## config.mk

```make
export PLATFORM = sky130hd
export DESIGN_NAME = conv_twos
export DESIGN_NICKNAME = d
export VERILOG_FILES = /design/src/rtl/conv_twos.sv
export SDC_FILE = /design/constraint.sdc
export NUM_CORES = 1
export LEC_CHECK = 0
export ABC_CLOCK_PERIOD_IN_PS = 7000
export CORE_MARGIN = 2
export CORE_UTILIZATION = 54
export DETAILED_ROUTE_END_ITERATION = 8
export GPL_TIMING_DRIVEN = 0
export HOLD_SLACK_MARGIN = 0.12
export PLACE_DENSITY_LB_ADDON = 0.05
export SYNTH_ARGS = -nofsm -noshare
export SYNTH_HDL_FRONTEND = slang
export SYNTH_SLANG_ARGS = --single-unit
export TNS_END_PERCENT = 100
```

## constraint.sdc

```tcl
create_clock -name clk -period 7 [get_ports clk]
set_input_delay 1.4 -clock clk [delete_from_list [all_inputs] [get_ports clk]]
set_output_delay 1.4 -clock clk [all_outputs]
set_load 0.005 [all_outputs]
```

## src/rtl/conv_twos.sv

```systemverilog
// Sign-magnitude to two's-complement converter with a small output FIFO.
// Converted words are registered into a circular buffer; the head is presented on tx10.
module conv_twos #(
  parameter int MAG_W = 17,
  parameter int DEPTH = 2
) (
  input  logic             clk,
  input  logic             rst,
  input  logic             in_valid,
  output logic             in_ready,
  input  logic             in_sign,
  input  logic [MAG_W-1:0] in_mag,
  output logic             out_valid,
  input  logic             out_ready,
  output logic [MAG_W:0]   tx10,
  output logic             negzero,
  output logic [15:0]      conv_count,
  output logic [7:0]       negzero_count
);

  localparam int OUT_W = MAG_W + 1;
  localparam int PTR_W = (DEPTH > 1) ? $clog2(DEPTH) : 1;
  localparam int CNT_W = $clog2(DEPTH + 1);

  logic [OUT_W-1:0] data_mem [DEPTH];
  logic             nz_mem   [DEPTH];

  logic [PTR_W-1:0] wr_ptr_reg, wr_ptr_next;
  logic [PTR_W-1:0] rd_ptr_reg, rd_ptr_next;
  logic [CNT_W-1:0] occ_reg, occ_next;
  logic [15:0]      conv_count_reg;
  logic [7:0]       negzero_count_reg;

  logic             push;
  logic             pop;
  logic [OUT_W-1:0] mag_ext;
  logic [OUT_W-1:0] conv_word;
  logic             conv_nz;

  // Handshake qualifiers come from registered occupancy only.
  assign in_ready  = (occ_reg < CNT_W'(DEPTH));
  assign out_valid = (occ_reg != '0);
  assign push      = in_valid & in_ready;
  assign pop       = out_valid & out_ready;

  // Negative zero falls out of ~0+1 wrapping to 0; it is flagged separately.
  assign mag_ext   = {1'b0, in_mag};
  assign conv_word = in_sign ? (~mag_ext + OUT_W'(1)) : mag_ext;
  assign conv_nz   = in_sign & (in_mag == '0);

  always_comb begin
    wr_ptr_next = wr_ptr_reg;
    rd_ptr_next = rd_ptr_reg;
    occ_next    = occ_reg;
    if (push) begin
      wr_ptr_next = (wr_ptr_reg == PTR_W'(DEPTH - 1)) ? '0 : wr_ptr_reg + PTR_W'(1);
    end
    if (pop) begin
      rd_ptr_next = (rd_ptr_reg == PTR_W'(DEPTH - 1)) ? '0 : rd_ptr_reg + PTR_W'(1);
    end
    case ({push, pop})
      2'b10:   occ_next = occ_reg + CNT_W'(1);
      2'b01:   occ_next = occ_reg - CNT_W'(1);
      default: occ_next = occ_reg;
    endcase
  end

  always_ff @(posedge clk) begin
    if (rst) begin
      wr_ptr_reg        <= '0;
      rd_ptr_reg        <= '0;
      occ_reg           <= '0;
      conv_count_reg    <= '0;
      negzero_count_reg <= '0;
    end else begin
      wr_ptr_reg <= wr_ptr_next;
      rd_ptr_reg <= rd_ptr_next;
      occ_reg    <= occ_next;
      if (push) begin
        conv_count_reg <= conv_count_reg + 16'd1;
        if (conv_nz && negzero_count_reg != 8'hFF) begin
          negzero_count_reg <= negzero_count_reg + 8'd1;
        end
      end
    end
  end

  // Storage needs no reset: the head is masked whenever the buffer is empty.
  always_ff @(posedge clk) begin
    if (!rst && push) begin
      data_mem[wr_ptr_reg] <= conv_word;
      nz_mem[wr_ptr_reg]   <= conv_nz;
    end
  end

  assign tx10          = out_valid ? data_mem[rd_ptr_reg] : '0;
  assign negzero       = out_valid ? nz_mem[rd_ptr_reg] : 1'b0;
  assign conv_count    = conv_count_reg;
  assign negzero_count = negzero_count_reg;

endmodule

```

==> run_1/ff_map.png <==
Scale: 3 px per um.
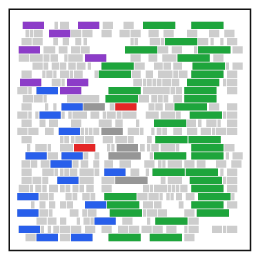
[data_mem] green | sequential cells: 36
[conv_count] blue | sequential cells: 16
[occ_reg] red | sequential cells: 2
[negzero_count] purple | sequential cells: 8 | where: upper left
not colored: 5

==> run_1/clock_wires.png <==
Scale: 3 px per um.
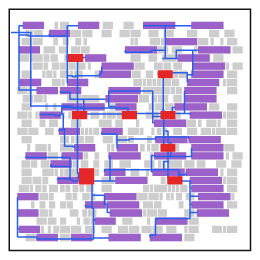
[clock wires] blue | length: 755 um
[clock-net drivers] red | count: 9
[flip-flops] purple | count: 67
routed clock nets: 10

==> run_1/port_trees.png <==
Scale: 6 px per um.
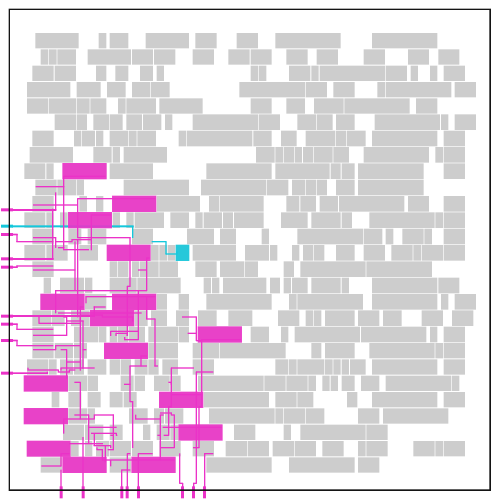
[out_ready] cyan | bits: 1 | direction: input | edge: left | end cells: 1 | buffers: 1 | wire: 28.4 um
[conv_count] magenta | bits: 16 | direction: output | edge: 8 left, 8 bottom | end cells: 16 | buffers: 16 | wire: 626 um

==> run_1/class_map.png <==
Scale: 3 px per um.
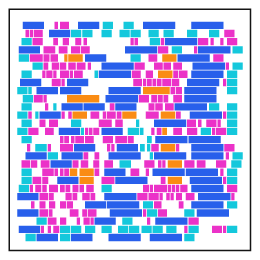
[remaining logic cells] magenta | cells: 206
[clock drivers and dummy loads] orange | cells: 16
[sequential cells] blue | cells: 67
[remaining buffers and delay cells] cyan | cells: 80

==> results.txt, run 1 <==
Status of the implementation.

- The run finished with clean final reports.
- The met1 track demand over resource in global routing is 0.282, for reference.
- The initial antenna violation count came to 0.
- The post-route worst hold slack is 0.497 ns, for reference.
- The global-route wire length before repair is 10600 um, for reference.
- The internal power is 848 uW, for reference.
- For reference, the final report shows the max-slew violation count at 0.
- The placed standard-cell area is 0.00389 mm2, for reference.
- The DRC violations left is 0, for reference.
- The global-route track usage on met2 is 0.351, for reference.
- At the end of the flow the core is filled with cells to 0.743.
- The worst setup path is launched from a primary input.
- The overall power of the completed layout is 1.17 mW, for reference.
- The minimum clock period after layout is 3.82 ns, for reference.
- The switching power share of the total is 0.273, for reference.
- The area fraction in xor and xnor cells is 0.0985, for reference.
- TritonCTS built the clock tree.
- Counting instances, the worst hold path has a depth of 2.
- The main area contributors are sky130_fd_sc_hd__edfxtp_1, sky130_fd_sc_hd__dfxtp_1, sky130_fd_sc_hd__mux2i_1.
- RePlAce ended its routability-driven mode at a weighted congestion of 0.796.
- The reported sequential group power is 483 uW, for reference.
- The top routing layer in use is met4, for reference.
- The total power per unit cell area is 283 mW/mm2, for reference.
- STA reports the tightest min-delay check as being of type reg2reg.
- The synthesis log from Yosys contains 0 warnings.
- The cell-mix breakdown from Yosys lists the compound-gate area share as 0.0623.
- According to the dpl log, the detail-placed design has an HPWL of 4490 um.
- The clock network power is 345 uW, for reference.
-- run 1: cell type report --
type	instances	share of cell area
Buffer	12	0.0134
Clock buffer	13	0.0438
Clock inverter	3	0.0103
Inverter	6	0.00547
Multi-Input combinational cell	200	0.321
Sequential cell	67	0.418
Tap cell	72	0.0219
Timing Repair Buffer	68	0.166
-- run 1: Yosys cell counts, drive strengths merged --
cell type,n
nor2,47
edfxtp,38
dfxtp,29
mux2i,20
xnor2,20
xor2,15
nand2,14
o21ai,11
clkbuf,9
nand4,9
a21oi,6
inv,6
nand3,6
o31ai,6
and3,5
ha,5
nor3,5
nor4,5
or3,5
buf,3
o211ai,3
a21boi,2
and2,2
and4b,2
nor2b,2
o2111ai,2
and2b,1
and4,1
mux2,1
nand2b,1
nand4b,1
nor3b,1
o41ai,1
or4,1
==> run_1/placed.png <==
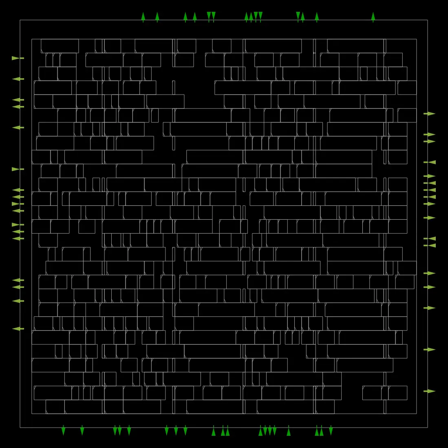

==> run 2: changes to the inputs <==
--- a/config.mk
+++ b/config.mk
@@ -5,9 +5,9 @@
 export SDC_FILE = /design/constraint.sdc
 export NUM_CORES = 1
 export LEC_CHECK = 0
-export ABC_CLOCK_PERIOD_IN_PS = 7000
+export ABC_CLOCK_PERIOD_IN_PS = 3800
 export CORE_MARGIN = 2
-export CORE_UTILIZATION = 54
+export CORE_UTILIZATION = 51
 export DETAILED_ROUTE_END_ITERATION = 8
 export GPL_TIMING_DRIVEN = 0
 export HOLD_SLACK_MARGIN = 0.12
==> constraint.sdc (replaced) <==
create_clock -name clk -period 3.8 [get_ports clk]
set_input_delay 0.76 -clock clk [delete_from_list [all_inputs] [get_ports clk]]
set_output_delay 0.76 -clock clk [all_outputs]
set_load 0.005 [all_outputs]
==> run_2/placed.png <==
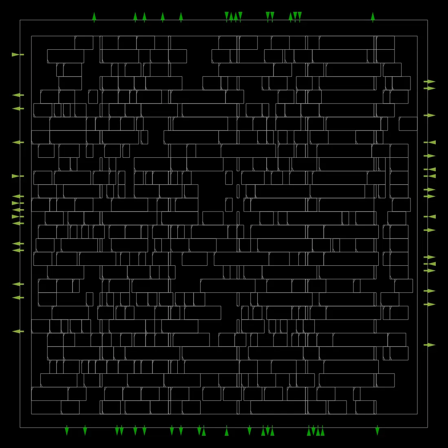
# rows: 28
core region area: 0.00592 mm2
final cell count without fillers: 444
sequential share of cell area: 0.415
fill cell instance count of the final layout: 455

==> run 2 against run 1 <==
Clock skew fell by 0.0010 ns. Critical path depth is the same. Clock power increased by 100%. Synthesized cell count unchanged. Total power increased by 90%. Combinational power rose by 84%. Worst setup slack worse by 2.5 ns. Core utilization fell by 4.3 points.
==> results.txt, run 2 <==
Status of the implementation.

- The flow ran to the end, and the final reports show no timing, DRC or antenna violations.
- The number of warnings issued by yosys is 0 (unchanged), for reference.
- The multi-input combinational cell count is 200 (unchanged), for reference.
- After detailed routing, no signal wire sits above met4.
- The count of flip-flops with a built-in enable after synthesis is 38 (unchanged), for reference.
- In the final design, more cell area goes to flip-flops and latches than to any other class.
- The number of buffers outside the clock class in the layout was 80 (unchanged).
- The placed standard-cell area is 0.00390 mm2 (+0.19%), for reference.
- The tightest min-delay check is of the reg2reg type.
- The overall power of the completed layout is 2.21 mW (+90%), for reference.
- The global-route wire length before repair is 9920 um (-6.6%), for reference.
- Looking at the gate-level netlist, the highest instance count belongs to sky130_fd_sc_hd__nor2_1.
- The initial antenna violation count is 0 (unchanged), for reference.
- The synthesis-to-finish area growth is 33.2%, for reference.
- The final hold violation count is 0, for reference.
- The synthesis report names the predominant flop master as sky130_fd_sc_hd__edfxtp_1.
- The DRC violations left is 0 (unchanged), for reference.
- The synthesis run shows the most used standard cells to be sky130_fd_sc_hd__nor2_1, sky130_fd_sc_hd__edfxtp_1, sky130_fd_sc_hd__dfxtp_1.
- The sequential cell count came to 67 (unchanged).
- The portion of the layout cell area used by non-clock buffers is 0.179 (-0.000231), for reference.
- The total power per unit cell area is 534 mW/mm2 (+89%), for reference.
- The met1 track demand over resource in global routing is 0.247 (-0.0345), for reference.
- The post-layout utilization of the core is 0.700 (-0.0433), for reference.
- After layout, the minimum clock period comes to 3.11 ns.
- The final tally of max-slew violations is 0 (unchanged), for reference.
- TritonCTS built the clock tree.
- The proportion of register bits with asynchronous set or reset after synthesis is 0 (unchanged), for reference.
- The OpenROAD report gives the critical path a data arrival time of 3.34 ns.
- The worst hold path stage count came to 2 (unchanged).
- The multi-input combinational area share is 0.319 (-0.00204), for reference.
- The global placement routability congestion is 0.816 (+2.5%), for reference.
- The total of max-cap violations is 0, for reference.
- The global-route track usage on met2 is 0.330 (-0.0208), for reference.
- The count of non-CTS inverters in the layout was 6 (unchanged).
- The post-route worst hold slack was 0.502 ns (+0.00512 ns).
- The die outline area is 0.00674 mm2, for reference.
- Sorting the synthesized cells by area gives the leading types as sky130_fd_sc_hd__edfxtp_1, sky130_fd_sc_hd__dfxtp_1, sky130_fd_sc_hd__mux2i_1.
==> run_2/class_map.png <==
Scale: 3 px per um.
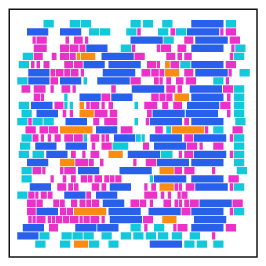
[remaining buffers and delay cells] cyan | cells: 80
[sequential cells] blue | cells: 67
[remaining logic cells] magenta | cells: 206
[clock drivers and dummy loads] orange | cells: 16

## run 2: power by group
| group | internal [mW] | switching, mW |
|---|---|---|
| clock | 0.452 | 0.255 |
| sequential | 0.847 | 0.0411 |
| combinational | 0.337 | 0.281 |
| total | 1.64 | 0.578 |
## run 2: logic make-up (layout without fill, tap and decap cells)
| kind of cell | Yosys count | after routing | share of synthesized area |
|---|---|---|---|
| buffers and inverters | 18 | 102 | 0.0249 |
| and+or+nand+nor | 108 | 108 | 0.173 |
| DFF | 67 | 67 | 0.553 |
| adders and majority gates | 5 | 5 | 0.0201 |
| AOI/OAI and AO/OA | 31 | 31 | 0.0623 |
| xor gates and xnor gates | 35 | 35 | 0.0985 |
| muxes | 21 | 21 | 0.0680 |
==> run_2/port_trees.png <==
Scale: 6 px per um.
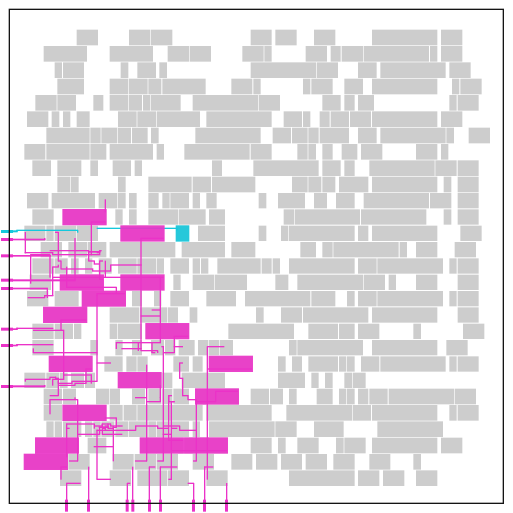

==> run 3: changes to the inputs <==
--- a/config.mk
+++ b/config.mk
@@ -5,7 +5,7 @@
 export SDC_FILE = /design/constraint.sdc
 export NUM_CORES = 1
 export LEC_CHECK = 0
-export ABC_CLOCK_PERIOD_IN_PS = 3800
+export ABC_CLOCK_PERIOD_IN_PS = 3050
 export CORE_MARGIN = 2
 export CORE_UTILIZATION = 51
 export DETAILED_ROUTE_END_ITERATION = 8
==> constraint.sdc (replaced) <==
create_clock -name clk -period 3.05 [get_ports clk]
set_input_delay 0.61 -clock clk [delete_from_list [all_inputs] [get_ports clk]]
set_output_delay 0.61 -clock clk [all_outputs]
set_load 0.005 [all_outputs]
==> run_3/port_trees.png <==
Scale: 6 px per um.
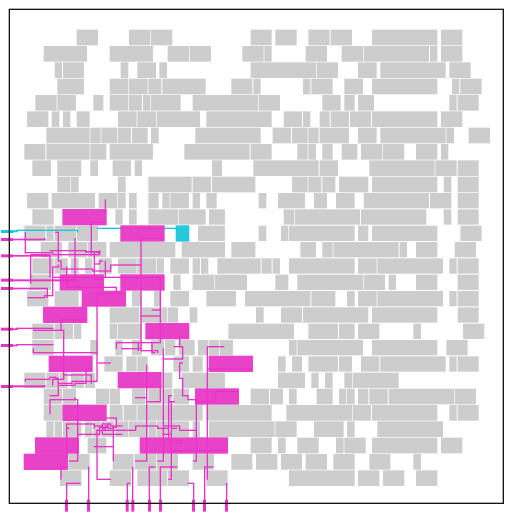
[out_ready] cyan | bits: 1 | direction: input | edge: left | end cells: 1 | buffers: 1 | wire: 25.0 um
[conv_count] magenta | bits: 16 | direction: output | edge: 9 bottom, 7 left | end cells: 16 | buffers: 16 | wire: 616 um

==> run_3/placed.png <==
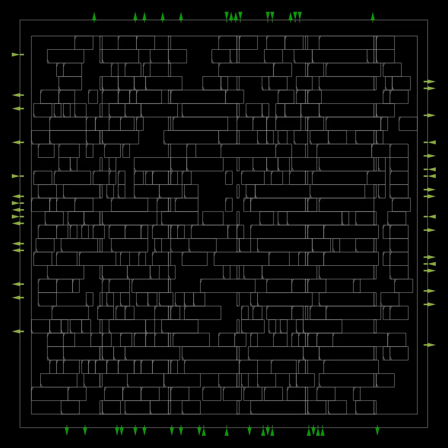
sequential share of cell area: 0.413
sequential cell count: 67
core utilization of the finished layout: 0.704
fill cell instance count of the final layout: 451

==> run 3 against run 2 <==
Core utilization up 0.40 points. Final cell count shrank 0.23%. Sequential power up 25%. Critical endpoint is now tx10[12].
==> results.txt, run 3 <==
Status of the implementation.

- The main flop type after synthesis is sky130_fd_sc_hd__edfxtp_1, for reference.
- After synthesis, the most frequently instantiated cells are sky130_fd_sc_hd__nor2_1, sky130_fd_sc_hd__edfxtp_1, sky130_fd_sc_hd__dfxtp_1.
- The count of flip-flops with a built-in enable after synthesis came to 38 (unchanged).
- The clock network fraction of total power is 0.319 (about the same), for reference.
- The data arrival time at the worst-slack endpoint came to 2.10 ns (-1.24 ns).
- The proportion of register bits with asynchronous set or reset after synthesis is 0 (unchanged).
- The internal power is 2.04 mW (+25%), for reference.
- The number of warnings issued by yosys came to 0 (unchanged).
- The global-route wire length before repair is 9920 um (unchanged), for reference.
- The initial antenna violation count came to 0 (unchanged).
- The worst hold path stage count is 2 (unchanged), for reference.
- The post-route worst hold slack came to 0.502 ns (+0.000111 ns).
- The overall power of the completed layout is 2.76 mW (+25%), for reference.
- The switching power total was 723 uW (+25%).
- The part of the power in registers came to 0.401 (about the same).
- The class of the most critical hold timing path is reg2reg, for reference.
- The number of cell rows is 28 (unchanged), for reference.
- The flow ran to the end, and the final reports show no timing, DRC or antenna violations.
- The minimum clock period after layout is 2.71 ns, for reference.
- After synthesis, the cell types taking the most area are sky130_fd_sc_hd__edfxtp_1, sky130_fd_sc_hd__dfxtp_1, sky130_fd_sc_hd__mux2i_1.
- The die outline area is 0.00674 mm2 (unchanged), for reference.
- The switching power share of the total is 0.262 (+0.000766), for reference.
- Yosys instantiated no cell more often than sky130_fd_sc_hd__nor2_1.
- The core area is 0.00592 mm2 (unchanged), for reference.
- The placed standard-cell area is 0.00390 mm2 (unchanged).
- The power in combinational cells is 774 uW (+25%), for reference.
- Ranked by total area, the top cell class in this layout is flip-flops and latches.
- The critical path endpoint category is an output pin, for reference.
- The total of max-cap violations is 0 (unchanged), for reference.
- TritonCTS built the clock tree.
- The number of non-filler instances in the completed layout is 443 (-0.23%), for reference.
- Per the GRT congestion report, total overflow comes to 0.
- The total power per unit cell area came to 663 mW/mm2 (+24%).
- The multi-input combinational cell count is 200 (unchanged), for reference.
- From synthesis to final layout, the design area changed by 33.9%.
- Measured in cells, the most critical reg-to-reg path has a length of 5.
- The clock network power was 882 uW (+25%).
- The proportion of power drawn by combinational gates is 0.280 (about the same).
- The number of buffers outside the clock class in the layout is 79 (-1.3%), for reference.
- The count of non-CTS inverters in the layout is 6 (unchanged), for reference.
- The DRC violations left is 0 (unchanged), for reference.
run 3: cell counts after synthesis:
Identical to the previous run, type by type.
run 3: routing by layer:
layer / vias up / wire length, um / track usage
li1: 1175 / - / -
met1: 1094 / 2740 / 0.247
met2: 61 / 2990 / 0.330
met3: 13 / 253 / 0.0326
met4: 0 / 172 / 0.117
met5: - / 0 / 0
run 3: cells by family (layout without fill, tap and decap cells):
kind of cell / count (synthesis) / count (layout) / synth area share
AOI/OAI and AO/OA: 31 / 31 / 0.0623
xor gates and xnor gates: 35 / 35 / 0.0985
adders and majority gates: 5 / 5 / 0.0201
buffers and inverters: 18 / 101 / 0.0249
DFF: 67 / 67 / 0.553
muxes: 21 / 21 / 0.0680
and+or+nand+nor: 108 / 108 / 0.173
Power and IR drop assume default switching activity.
